File: src/rtl/sum_acc_pkg.sv
// Shared types and widths for the sum accumulator and its readout FSM.
package sum_acc_pkg;

    localparam int ACC_W     = 16;
    localparam int CNT_W     = 8;
    localparam int OUT_BYTES = 3;

    typedef enum logic [1:0] {
        IDLE     = 2'd0,
        SEND_HI  = 2'd1,
        SEND_LO  = 2'd2,
        SEND_CNT = 2'd3
    } sum_acc_state_t;

endpackage

File: src/rtl/sat_add.sv
// Unsigned adder that either clamps at all-ones or wraps, and reports carry-out.
module sat_add #(
    parameter int W      = 8,
    parameter int SAT_EN = 1
) (
    input  logic [W-1:0] a,
    input  logic [W-1:0] b,
    output logic [W-1:0] sum,
    output logic         ovf
);

    logic [W:0] raw;

    assign raw = {1'b0, a} + {1'b0, b};

    // NOTE: every output of a combinational block gets a default first, so no path leaves it unassigned (no latch).
    always_comb begin
        ovf = raw[W];
        sum = raw[W-1:0];
        if (SAT_EN != 0 && raw[W]) begin
            sum = '1;
        end
    end

endmodule

File: src/rtl/sum_accumulator.sv
// Accumulates valid sums into a running total and count, and streams a snapshot
// of both out as three bytes over a valid/ready handshake.
module sum_accumulator
    import sum_acc_pkg::*;
#(
    parameter int SAT_EN = 1
) (
    input  logic       clk,
    input  logic       rst,
    input  logic [7:0] sum_in,
    input  logic       sum_valid,
    input  logic       clear,
    input  logic       rd_req,
    output logic [7:0] out_data,
    output logic       out_valid,
    input  logic       out_ready,
    output logic       busy,
    output logic       sat
);

    logic [ACC_W-1:0] acc_q, acc_d, acc_sum;
    logic [CNT_W-1:0] cnt_q, cnt_d, cnt_sum;
    logic             sat_q, sat_d;
    logic             acc_ovf, cnt_ovf;

    logic [ACC_W-1:0] acc_s_q, acc_s_d;
    logic [CNT_W-1:0] cnt_s_q, cnt_s_d;
    logic [7:0]       out_data_q, out_data_d;
    sum_acc_state_t   state_q, state_d;
    logic             xfer;

    sat_add #(.W(ACC_W), .SAT_EN(SAT_EN)) u_acc_add (
        .a   (acc_q),
        .b   ({{(ACC_W-8){1'b0}}, sum_in}),
        .sum (acc_sum),
        .ovf (acc_ovf)
    );

    sat_add #(.W(CNT_W), .SAT_EN(SAT_EN)) u_cnt_add (
        .a   (cnt_q),
        .b   (CNT_W'(1)),
        .sum (cnt_sum),
        .ovf (cnt_ovf)
    );

    // Clear beats an accepted sample in the same cycle.
    always_comb begin
        acc_d = acc_q;
        cnt_d = cnt_q;
        sat_d = sat_q;
        if (clear) begin
            acc_d = '0;
            cnt_d = '0;
            sat_d = 1'b0;
        end else if (sum_valid) begin
            acc_d = acc_sum;
            cnt_d = cnt_sum;
            if (SAT_EN != 0 && (acc_ovf || cnt_ovf)) begin
                sat_d = 1'b1;
            end
        end
    end

    assign out_valid = (state_q != IDLE);
    assign busy      = (state_q != IDLE);
    assign xfer      = out_valid && out_ready;

    // The next byte is loaded into out_data on the transfer edge, so it never depends on out_ready combinationally.
    always_comb begin
        state_d    = state_q;
        acc_s_d    = acc_s_q;
        cnt_s_d    = cnt_s_q;
        out_data_d = out_data_q;
        unique case (state_q)
            IDLE: begin
                if (rd_req) begin
                    acc_s_d    = acc_q;
                    cnt_s_d    = cnt_q;
                    out_data_d = acc_q[ACC_W-1:8];
                    state_d    = SEND_HI;
                end
            end
            SEND_HI: begin
                if (xfer) begin
                    out_data_d = acc_s_q[7:0];
                    state_d    = SEND_LO;
                end
            end
            SEND_LO: begin
                if (xfer) begin
                    out_data_d = cnt_s_q;
                    state_d    = SEND_CNT;
                end
            end
            SEND_CNT: begin
                if (xfer) begin
                    out_data_d = 8'h00;
                    state_d    = IDLE;
                end
            end
            default: state_d = IDLE;
        endcase
    end

    // NOTE: sequential state uses non-blocking assignments so every flop samples pre-edge values.
    always_ff @(posedge clk or posedge rst) begin
        if (rst) begin
            acc_q      <= '0;
            cnt_q      <= '0;
            sat_q      <= 1'b0;
            acc_s_q    <= '0;
            cnt_s_q    <= '0;
            out_data_q <= 8'h00;
            state_q    <= IDLE;
        end else begin
            acc_q      <= acc_d;
            cnt_q      <= cnt_d;
            sat_q      <= sat_d;
            acc_s_q    <= acc_s_d;
            cnt_s_q    <= cnt_s_d;
            out_data_q <= out_data_d;
            state_q    <= state_d;
        end
    end

    assign out_data = out_data_q;
    assign sat      = sat_q;

endmodule

File: config.mk
export PLATFORM = sky130hd
export DESIGN_NAME = sum_accumulator
export DESIGN_NICKNAME = d
export VERILOG_FILES = /design/src/rtl/sum_acc_pkg.sv /design/src/rtl/sat_add.sv /design/src/rtl/sum_accumulator.sv
export SDC_FILE = /design/constraint.sdc
export NUM_CORES = 1
export LEC_CHECK = 0
export CAP_MARGIN = 20
export CORE_ASPECT_RATIO = 1.1
export CORE_MARGIN = 10
export CORE_UTILIZATION = 49
export DETAILED_ROUTE_END_ITERATION = 8
export HOLD_SLACK_MARGIN = 0.08
export PLACE_DENSITY = 0.76
export SLEW_MARGIN = 20
export SYNTH_ARGS = -nofsm -noshare
export SYNTH_HDL_FRONTEND = slang
export SYNTH_HIERARCHICAL = 1
export SYNTH_SLANG_ARGS = --single-unit
File: constraint.sdc
create_clock -name clk -period 5.24 [get_ports clk]
set_input_delay 0.786 -clock clk [delete_from_list [all_inputs] [get_ports clk]]
set_output_delay 0.786 -clock clk [all_outputs]
set_load 0.01 [all_outputs]
run_1/cell_density.png
The die is cut into 10 by 11 equal tiles; white is low, dark blue is high, 0 to 100% covered.
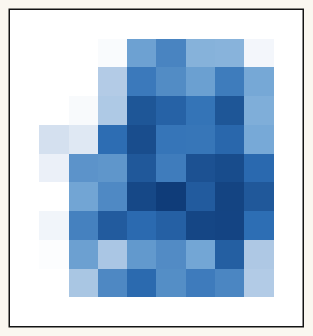
The densest ninth of the die: middle. 42% of the tiles are nearly empty. The mean over all tiles is 35%. The emptiest ninth of the die: top left. 20% of the tiles are over 75% full. The fullest tile reaches 95%.
Core Area: 7050 um2
fp_density: 50.4%

run_1/flops_by_reg.png
Bar = 20 um.
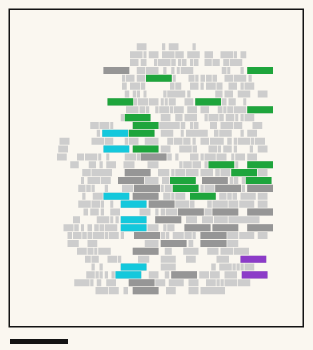
cnt_q: in cyan, flops 8. state_q: in purple, flops 2. acc_q: in green, flops 16.
sequential share of cell area: 31.9%
Sequential Area: 1280 um2
seq pwr: 0.596 mW
Finished Core Util: 56.8%

run_1/placement_by_type.png
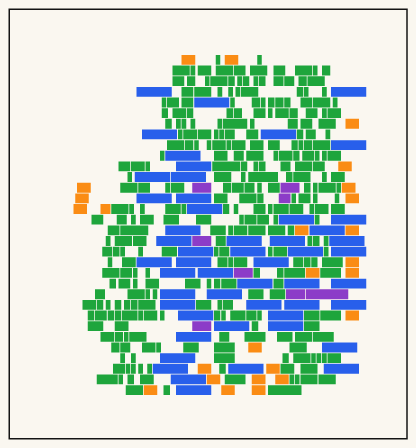
clock drivers and dummy loads: in purple, cells 8. flops: in blue, cells 51. combinational and other logic: in green, cells 296. other buffers and delay cells: in orange, cells 25.
fin area: 4000 um2
row count: 32

==> flow_metrics.env, run 1 <==
# source this file to load flow results
export IMPL_status="complete, no violations"
export IMPL_synth_warning_count=6
export IMPL_lay_top_cells="dfrtp_1, nand2_1, nor2_1, ha_1, mux2i_1"
export IMPL_timing_final_crit_share_pct=59.7
export IMPL_setup_viol=0
export IMPL_wl_met1_mm=3.20
export IMPL_netlist_area_um2=3550
export IMPL_ys_sh_xor_pct=3.45
export IMPL_worstPathArrival_ns=3.29
export IMPL_overflow=0
export IMPL_yosys_area_um2=3550
export IMPL_warnings=31
export IMPL_r2r_start="acc_q[0]"
export IMPL_maxCapViolCount=0
export IMPL_compound_area_share_pct=14.3
export IMPL_fmax_ghz=0.320
export IMPL_synth_top_cells_by_area="dfrtp_1, ha_1, mux2i_1"
export IMPL_clock_latency_ns=0.31
export IMPL_power_density_nw_per_um2=449
export IMPL_worstHoldPathCells=1
export IMPL_num_antenna_cells=0
export IMPL_final_cells=465
export IMPL_final_min_clock_period_ns=3.13
export IMPL_relSlewSlack_pct=33.1
export IMPL_synthCells=347
export IMPL_cts_tree="yes"
export IMPL_post_dp_cell_area_um2=3880
export IMPL_min_path_type="reg2reg"
run_1/placement.png
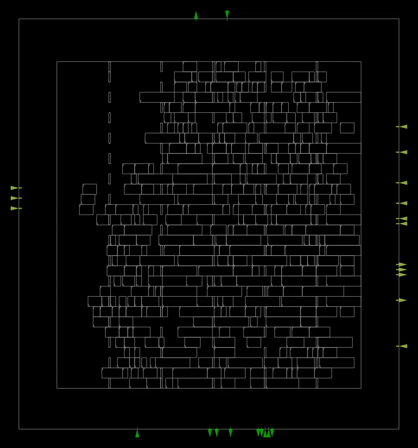

==> inputs of run 2 (changes only) <==
PLACE_DENSITY = 0.79   (was 0.76)
clock period = 2.6 ns   (was 5.24 ns; I/O delays follow)
run_2/placement.png
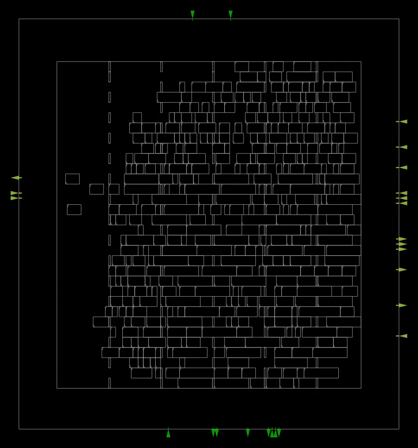
Finished Layout Cells: 481
TAP cells: 85
number of sequential cells: 51
sequential share of cell area: 31.0%
Finished Core Util: 58.5%

==> flow_metrics.env, run 2 <==
# source this file to load flow results
export IMPL_fp_util_pct=50.4
export IMPL_design_area_um2=4120
export IMPL_synthCells=347
export IMPL_powerSeq_mw=1.22
export IMPL_final_min_clock_period_ns=2.49
export IMPL_status="complete, no violations"
export IMPL_netlist_area_um2=3550
export IMPL_post_dp_cell_area_um2=3990
export IMPL_worstPathArrival_ns=2.67
export IMPL_synth_top_cells_by_area="dfrtp_1, ha_1, mux2i_1"
export IMPL_num_antenna_cells=0
export IMPL_wl_met1_mm=3.32
export IMPL_cts_tree="yes"
export IMPL_r2r_start="acc_q[0]"
export IMPL_timing_final_crit_share_pct=95.7
export IMPL_min_path_type="in2async"
export IMPL_overflow=0
export IMPL_yosys_area_um2=3550
export IMPL_warnings=31
export IMPL_setup_viol=0
export IMPL_core_area_um2=7050
export IMPL_num_rows=32
export IMPL_fmax_ghz=0.402
export IMPL_synth_warning_count=6
run_2/layer_met3.png
Bar = 20 um.
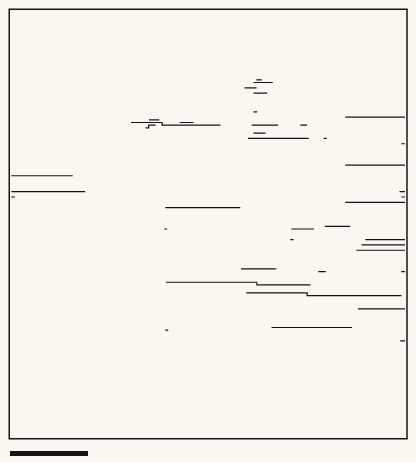
The longest straight run is 23.9 um. The wires run mostly horizontal. 30 nets have wire on it. The layer carries 338 um of wire. The layer holds 4.4% of the routed length.
met3 Use GR: 2.70%
Vias: 2694
drt total wl: 7.70 mm

run_2/flops_by_reg.png
Bar = 20 um.
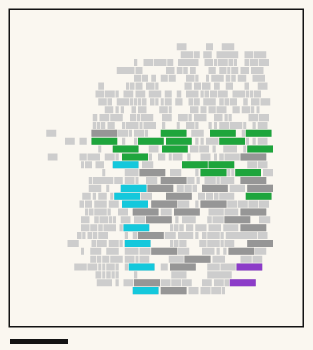

==> inputs of run 3 (changes only) <==
CORE_UTILIZATION = 45   (was 49)
CTS_CLUSTER_DIAMETER = 60   (was unset)
GPL_TIMING_DRIVEN = 0   (was unset)
PLACE_DENSITY = 0.74   (was 0.79)
run_3/flops_by_reg.png
Bar = 20 um.
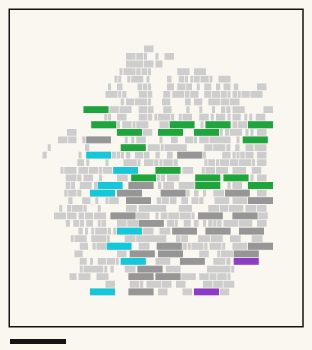
state_q: in purple, flops 2. acc_q: in green, flops 16. cnt_q: in cyan, flops 8.
Finished Core Util: 54.7%
sequential share of cell area: 30.9%
seq pwr: 1.21 mW

run_3/placement.png
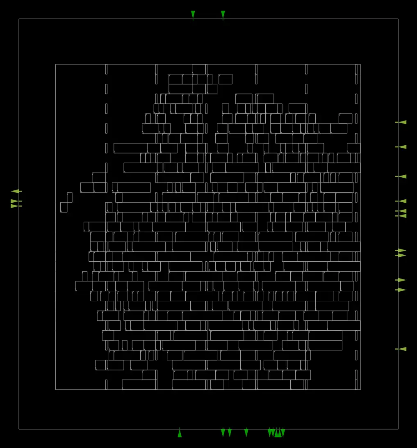
TAP cells: 105
Core Area: 7560 um2
row count: 33
Finished Layout Cells: 499

==> flow_metrics.env, run 3 <==
# source this file to load flow results
export IMPL_status="complete, no violations"
export IMPL_maxCapViolCount=0
export IMPL_r2r_start="acc_q[0]"
export IMPL_num_antenna_cells=0
export IMPL_min_path_type="in2reg"
export IMPL_use_met3_pct=2.61
export IMPL_fp_util_pct=47.0
export IMPL_compound_area_share_pct=14.3
export IMPL_post_dp_cell_area_um2=3990
export IMPL_worstPathArrival_ns=2.66
export IMPL_ys_sh_xor_pct=3.45
export IMPL_wl_mm=7.76
export IMPL_netlist_area_um2=3550
export IMPL_seq_area_um2=1280
export IMPL_timing_final_crit_share_pct=95.2
export IMPL_lay_top_cells="dfrtp_1, nand2_1, nor2_1, ha_1, mux2i_1"
export IMPL_clock_latency_ns=0.32
export IMPL_yosys_area_um2=3550
export IMPL_warnings=31
export IMPL_synthCells=347
export IMPL_cts_tree="yes"
export IMPL_setup_viol=0
export IMPL_ff_count=51
export IMPL_vias=2633
Power and IR drop assume default switching activity.
